[config.mk]
export PLATFORM = sky130hd
export DESIGN_NAME = multicycle_ctrl_flat
export DESIGN_NICKNAME = d
export VERILOG_FILES = /design/src/rtl/multicycle_ctrl_pkg.sv /design/src/rtl/multicycle_ctrl_if.sv /design/src/rtl/multicycle_ctrl.sv /design/src/flat_wrapper.sv
export SDC_FILE = /design/constraint.sdc
export NUM_CORES = 1
export LEC_CHECK = 0
export ABC_CLOCK_PERIOD_IN_PS = 2300
export CELL_PAD_IN_SITES_DETAIL_PLACEMENT = 0
export CELL_PAD_IN_SITES_GLOBAL_PLACEMENT = 2
export CORE_ASPECT_RATIO = 0.9
export CORE_MARGIN = 1.5
export CORE_UTILIZATION = 30
export DETAILED_ROUTE_END_ITERATION = 10
export DONT_BUFFER_PORTS = 1
export PLACE_DENSITY = 0.79
export SYNTH_ARGS = -nofsm -noshare
export SYNTH_HDL_FRONTEND = slang
export SYNTH_SLANG_ARGS = --single-unit
[constraint.sdc]
create_clock -name clk -period 2.3 [get_ports clk]
set_input_delay 0.23 -clock clk [delete_from_list [all_inputs] [get_ports clk]]
set_output_delay 0.23 -clock clk [all_outputs]
set_load 0.02 [all_outputs]
[src/rtl/multicycle_ctrl_pkg.sv]
// Shared encodings for the multi-cycle control FSM: opcodes, state codes and
// the datapath mux/ALU select values.
package cpu_ctrl_pkg;

   localparam logic [3:0] OP_AND  = 4'h0;
   localparam logic [3:0] OP_OR   = 4'h1;
   localparam logic [3:0] OP_XOR  = 4'h2;
   localparam logic [3:0] OP_ADD  = 4'h3;
   localparam logic [3:0] OP_SUB  = 4'h4;
   localparam logic [3:0] OP_SLT  = 4'h5;
   localparam logic [3:0] OP_SLL  = 4'h6;
   localparam logic [3:0] OP_SRL  = 4'h7;
   localparam logic [3:0] OP_DIV  = 4'h8;
   localparam logic [3:0] OP_MUL  = 4'h9;
   localparam logic [3:0] OP_LOAD = 4'hA;
   localparam logic [3:0] OP_STOR = 4'hB;
   localparam logic [3:0] OP_ADDI = 4'hC;
   localparam logic [3:0] OP_SUBI = 4'hD;
   localparam logic [3:0] OP_BEQ  = 4'hE;
   localparam logic [3:0] OP_B    = 4'hF;

   typedef enum logic [3:0] {
      S_RST     = 4'd0,
      S_FETCH   = 4'd1,
      S_DECODE  = 4'd2,
      S_MEMADR  = 4'd3,
      S_MEMRD   = 4'd4,
      S_MEMWB   = 4'd5,
      S_MEMWR   = 4'd6,
      S_REX     = 4'd7,
      S_DIVWAIT = 4'd8,
      S_RWB     = 4'd9,
      S_IEX     = 4'd10,
      S_IWB     = 4'd11,
      S_BEQ     = 4'd12,
      S_JMP     = 4'd13
   } state_e;

   localparam logic [1:0] ALUOP_ADD = 2'b00;
   localparam logic [1:0] ALUOP_SUB = 2'b01;
   localparam logic [1:0] ALUOP_OPF = 2'b10;

   localparam logic [1:0] SRCB_REG  = 2'b00;
   localparam logic [1:0] SRCB_ONE  = 2'b01;
   localparam logic [1:0] SRCB_IMM  = 2'b10;
   localparam logic [1:0] SRCB_BOFF = 2'b11;

   localparam logic [1:0] PCSRC_ALU    = 2'b00;
   localparam logic [1:0] PCSRC_ALUOUT = 2'b01;
   localparam logic [1:0] PCSRC_JUMP   = 2'b10;

   function automatic logic is_rtype(input logic [3:0] op);
      return op <= OP_MUL;
   endfunction

endpackage

[src/rtl/multicycle_ctrl_if.sv]
// Control bundle between the multi-cycle FSM (master) and the datapath (slave).
interface multicycle_ctrl_if;
   logic [3:0] op;
   logic       zero;
   logic       mem_ready;
   logic       div_done;
   logic       pcwrite;
   logic       branch;
   logic       iord;
   logic       memread;
   logic       memwrite;
   logic       irwrite;
   logic       regdst;
   logic       memtoreg;
   logic       regwrite;
   logic       alusrca;
   logic [1:0] alusrcb;
   logic [1:0] aluop;
   logic [1:0] pcsrc;
   logic       div_start;
   logic       instr_done;

   modport master (
      input  op, zero, mem_ready, div_done,
      output pcwrite, branch, iord, memread, memwrite, irwrite, regdst,
             memtoreg, regwrite, alusrca, alusrcb, aluop, pcsrc, div_start,
             instr_done
   );

   modport slave (
      output op, zero, mem_ready, div_done,
      input  pcwrite, branch, iord, memread, memwrite, irwrite, regdst,
             memtoreg, regwrite, alusrca, alusrcb, aluop, pcsrc, div_start,
             instr_done
   );
endinterface

[src/rtl/multicycle_ctrl.sv]
// Multi-cycle control FSM: sequences fetch/decode/execute/memory/writeback
// for the 4-bit-opcode CPU, stalling on memory and divider handshakes.
module multicycle_ctrl
   import cpu_ctrl_pkg::*;
(
   input logic          clk,
   input logic          reset,
   multicycle_ctrl_if.master bus
);

   state_e state, next;
   logic   done_q;
   logic   done_d;

   always_ff @(posedge clk) begin
      if (reset) begin
         state  <= S_RST;
         done_q <= 1'b0;
      end else begin
         state  <= next;
         done_q <= done_d;
      end
   end

   always_comb begin
      next           = state;
      bus.pcwrite    = 1'b0;
      bus.branch     = 1'b0;
      bus.iord       = 1'b0;
      bus.memread    = 1'b0;
      bus.memwrite   = 1'b0;
      bus.irwrite    = 1'b0;
      bus.regdst     = 1'b0;
      bus.memtoreg   = 1'b0;
      bus.regwrite   = 1'b0;
      bus.alusrca    = 1'b0;
      bus.alusrcb    = SRCB_REG;
      bus.aluop      = ALUOP_ADD;
      bus.pcsrc      = PCSRC_ALU;
      bus.div_start  = 1'b0;
      bus.instr_done = 1'b0;

      case (state)
         S_RST: next = S_FETCH;

         S_FETCH: begin
            bus.memread    = 1'b1;
            bus.alusrcb    = SRCB_ONE;
            // IR and PC+1 commit only on the cycle memory actually returns
            bus.irwrite    = bus.mem_ready;
            bus.pcwrite    = bus.mem_ready;
            bus.instr_done = done_q;
            if (bus.mem_ready) next = S_DECODE;
         end

         S_DECODE: begin
            bus.alusrcb = SRCB_BOFF;
            if (is_rtype(bus.op))                             next = S_REX;
            else if (bus.op == OP_LOAD || bus.op == OP_STOR) next = S_MEMADR;
            else if (bus.op == OP_ADDI || bus.op == OP_SUBI) next = S_IEX;
            else if (bus.op == OP_BEQ)                        next = S_BEQ;
            else                                              next = S_JMP;
         end

         S_MEMADR: begin
            bus.alusrca = 1'b1;
            bus.alusrcb = SRCB_IMM;
            next        = (bus.op == OP_LOAD) ? S_MEMRD : S_MEMWR;
         end

         S_MEMRD: begin
            bus.memread = 1'b1;
            bus.iord    = 1'b1;
            if (bus.mem_ready) next = S_MEMWB;
         end

         S_MEMWB: begin
            bus.regwrite = 1'b1;
            bus.memtoreg = 1'b1;
            next         = S_FETCH;
         end

         S_MEMWR: begin
            bus.memwrite = 1'b1;
            bus.iord     = 1'b1;
            if (bus.mem_ready) next = S_FETCH;
         end

         S_REX: begin
            bus.alusrca = 1'b1;
            bus.aluop   = ALUOP_OPF;
            if (bus.op == OP_DIV) begin
               bus.div_start = 1'b1;
               next          = S_DIVWAIT;
            end else begin
               next = S_RWB;
            end
         end

         S_DIVWAIT: begin
            bus.alusrca = 1'b1;
            bus.aluop   = ALUOP_OPF;
            if (bus.div_done) next = S_RWB;
         end

         S_RWB: begin
            bus.regwrite = 1'b1;
            bus.regdst   = 1'b1;
            next         = S_FETCH;
         end

         S_IEX: begin
            bus.alusrca = 1'b1;
            bus.alusrcb = SRCB_IMM;
            bus.aluop   = (bus.op == OP_SUBI) ? ALUOP_SUB : ALUOP_ADD;
            next        = S_IWB;
         end

         S_IWB: begin
            bus.regwrite = 1'b1;
            next         = S_FETCH;
         end

         S_BEQ: begin
            bus.alusrca = 1'b1;
            bus.aluop   = ALUOP_SUB;
            bus.branch  = 1'b1;
            bus.pcsrc   = PCSRC_ALUOUT;
            next        = S_FETCH;
         end

         S_JMP: begin
            bus.pcwrite = 1'b1;
            bus.pcsrc   = PCSRC_JUMP;
            next        = S_FETCH;
         end

         default: next = S_RST;
      endcase
   end

   // Flag the first FETCH after a completed instruction; stalls clear it
   always_comb begin
      done_d = 1'b0;
      if (next == S_FETCH) begin
         case (state)
            S_MEMWB, S_MEMWR, S_RWB, S_IWB, S_BEQ, S_JMP: done_d = 1'b1;
            default: done_d = 1'b0;
         endcase
      end
   end

endmodule

[src/flat_wrapper.sv]
// flat-port wrapper written by rule: the top's interface ports become plain ports
module multicycle_ctrl_flat import cpu_ctrl_pkg::*;
  (clk, reset, bus_op, bus_zero, bus_mem_ready, bus_div_done, bus_pcwrite, bus_branch, bus_iord, bus_memread, bus_memwrite, bus_irwrite, bus_regdst, bus_memtoreg, bus_regwrite, bus_alusrca, bus_alusrcb, bus_aluop, bus_pcsrc, bus_div_start, bus_instr_done);
  multicycle_ctrl_if bus_i ();
  input logic clk;
  input logic reset;
  input wire logic [$bits(bus_i.op)-1:0] bus_op;
  input wire logic [$bits(bus_i.zero)-1:0] bus_zero;
  input wire logic [$bits(bus_i.mem_ready)-1:0] bus_mem_ready;
  input wire logic [$bits(bus_i.div_done)-1:0] bus_div_done;
  output wire logic [$bits(bus_i.pcwrite)-1:0] bus_pcwrite;
  output wire logic [$bits(bus_i.branch)-1:0] bus_branch;
  output wire logic [$bits(bus_i.iord)-1:0] bus_iord;
  output wire logic [$bits(bus_i.memread)-1:0] bus_memread;
  output wire logic [$bits(bus_i.memwrite)-1:0] bus_memwrite;
  output wire logic [$bits(bus_i.irwrite)-1:0] bus_irwrite;
  output wire logic [$bits(bus_i.regdst)-1:0] bus_regdst;
  output wire logic [$bits(bus_i.memtoreg)-1:0] bus_memtoreg;
  output wire logic [$bits(bus_i.regwrite)-1:0] bus_regwrite;
  output wire logic [$bits(bus_i.alusrca)-1:0] bus_alusrca;
  output wire logic [$bits(bus_i.alusrcb)-1:0] bus_alusrcb;
  output wire logic [$bits(bus_i.aluop)-1:0] bus_aluop;
  output wire logic [$bits(bus_i.pcsrc)-1:0] bus_pcsrc;
  output wire logic [$bits(bus_i.div_start)-1:0] bus_div_start;
  output wire logic [$bits(bus_i.instr_done)-1:0] bus_instr_done;
  assign bus_i.op = bus_op;
  assign bus_i.zero = bus_zero;
  assign bus_i.mem_ready = bus_mem_ready;
  assign bus_i.div_done = bus_div_done;
  assign bus_pcwrite = bus_i.pcwrite;
  assign bus_branch = bus_i.branch;
  assign bus_iord = bus_i.iord;
  assign bus_memread = bus_i.memread;
  assign bus_memwrite = bus_i.memwrite;
  assign bus_irwrite = bus_i.irwrite;
  assign bus_regdst = bus_i.regdst;
  assign bus_memtoreg = bus_i.memtoreg;
  assign bus_regwrite = bus_i.regwrite;
  assign bus_alusrca = bus_i.alusrca;
  assign bus_alusrcb = bus_i.alusrcb;
  assign bus_aluop = bus_i.aluop;
  assign bus_pcsrc = bus_i.pcsrc;
  assign bus_div_start = bus_i.div_start;
  assign bus_instr_done = bus_i.instr_done;
  multicycle_ctrl u_core (.clk(clk), .reset(reset), .bus(bus_i));
endmodule
==> Slide: Implementation Results <==
Run Summary

Critical path
  – Worst Path Buf+Inv: 1
  – Setup CP Type: reg -> out
  – Crit-path cells: inv_2, or3_1, a21boi_1
  – Worst Reg-to-Reg Cells: 4
  – Worst setup endpoint: bus_regwrite
  – Worst Setup End Kind: primary output
  – Reg2reg start: u_core.state[1]
  – Worst r2r dst: u_core.done_q
  – Crit path DRT: 2070 ps
  – CP top delay family: flip-flops

Global routing
  – Largest net degree at the start of global routing: 23
  – Total GRT Usage: between 15 and 20%
  – Vias in the first global route: ~590
  – GR Overflow Total: 0

Clock tree
  – Clk sinks: 5
  – Clock Pin Slew Worst Setup and Hold Paths: approximately 50 ps
  – Clk_lat worst skew: 250 ps
  – Root buf cell: clkbuf_4

Final layout
  – Logic inverters: 2
  – Flop count: 5
  – Sequential cell area share: approximately 15%
  – Final non-clock buffer share: 6.96%
  – Post-route insts no fill: between 100 and 150
  – FF/Latch Area: 100 µm²
  – Logic area: between 400 and 500 µm²

Timing
  – Final Slew Violations: 0
  – Least-Margin Pin Slew: 674 ps
  – RSZ-0062 raised after global routing: no
  – Post-route setup slack: approximately 180 ps
  – Final period util: between 90% and 100%

Floorplanning
  – Num tapcells: 24
  – Die Size: 0.00223 mm²
  – I/O Pins: 27

Placement
  – Number of port buffers: 0
  – Pre-CTS setup slack: between 400 and 500 ps

Yosys
  – Post-synth cell types: 38

Power and ir drop
  – Design Power: between 300 and 400 µW

Job
  – Tool Warnings: 27

Min path
  – Hold EP: u_core.state[3]

Route
  – DRT iter0 DRCs: 17

Outcome
  – Status: completed
==> synth_stat cells, drive strengths merged <==
cell	count
a31o	1
nor2b	2
nand2	7
nor4b	1
o31ai	1
clkbuf	1
buf	7
or2	2
a2111oi	1
a211oi	2
o21ai	5
a2bb2oi	1
a21boi	2
dfxtp	5
o311ai	1
and2	1
nor4bb	2
nand3	1
a31oi	2
nor3b	2
xnor2	2
a311oi	1
a21oi	7
nor2	11
nor4	1
o21ba	1
o211ai	1
inv	2
or4	1
or3	2
nand2b	6
nor3	2
and3	2
==> kinds of logic after synthesis <==
logic type | synth area share, %
xor+xnor | 2.99
buf+inv | 8.12
simple gates | 41.2
flops | 17.1
compound gates | 30.6
==> sequential cells by signal, summed over array words and instances (netlist names) <==
name	flops
u_core.done_q	1
u_core.state	4
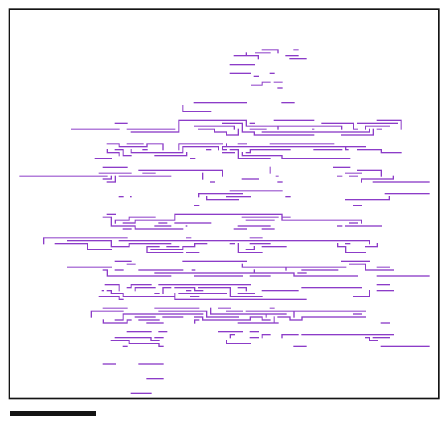
met1.png
The bar under the picture is 10 µm long.
longest straight run	29.0 µm
share of all routed wire	52%
nets with wire on the layer	87
main direction	horizontal
wire length on this layer	838 µm
Total Wirelength: 1620 µm
detailed-route via count: 619
Global Route met1 Usage: 21.2%

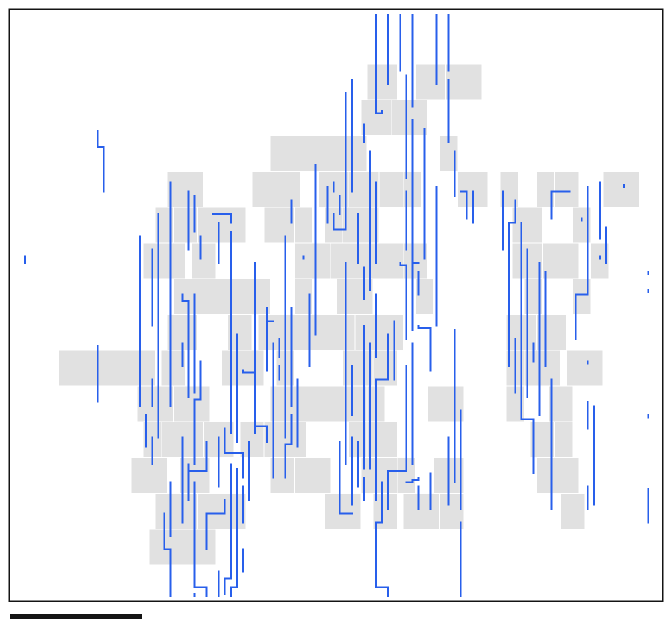
met2.png
The bar under the picture is 10 µm long. Cells faint in the background.
wire length on this layer	722 µm
nets with wire on the layer	74
share of all routed wire	45%
main direction	vertical
GR Util met2: 23.7%

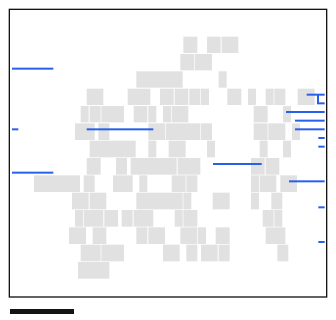
met3.png
The bar under the picture is 10 µm long. Cells faint in the background.
share of all routed wire	3.6%
longest straight run	10.1 µm
main direction	horizontal
nets with wire on the layer	14
M3 GR Usage: 2.98%

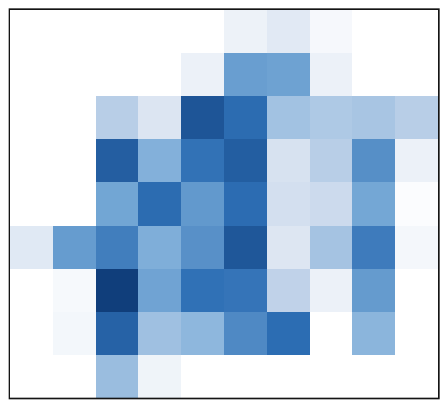
density.png
10 x 9 tiles, from white (low) to dark blue (high), 0 to 100% covered.
densest ninth of the die	middle
fullest tile	94%
mean over tiles	28%
tiles over 75% full	11%
Core Region: 0.00175 mm²
Final Util: 36.9%
fp util: 33.4%

No activity file was given, so power comes from the tool's default toggle rates.
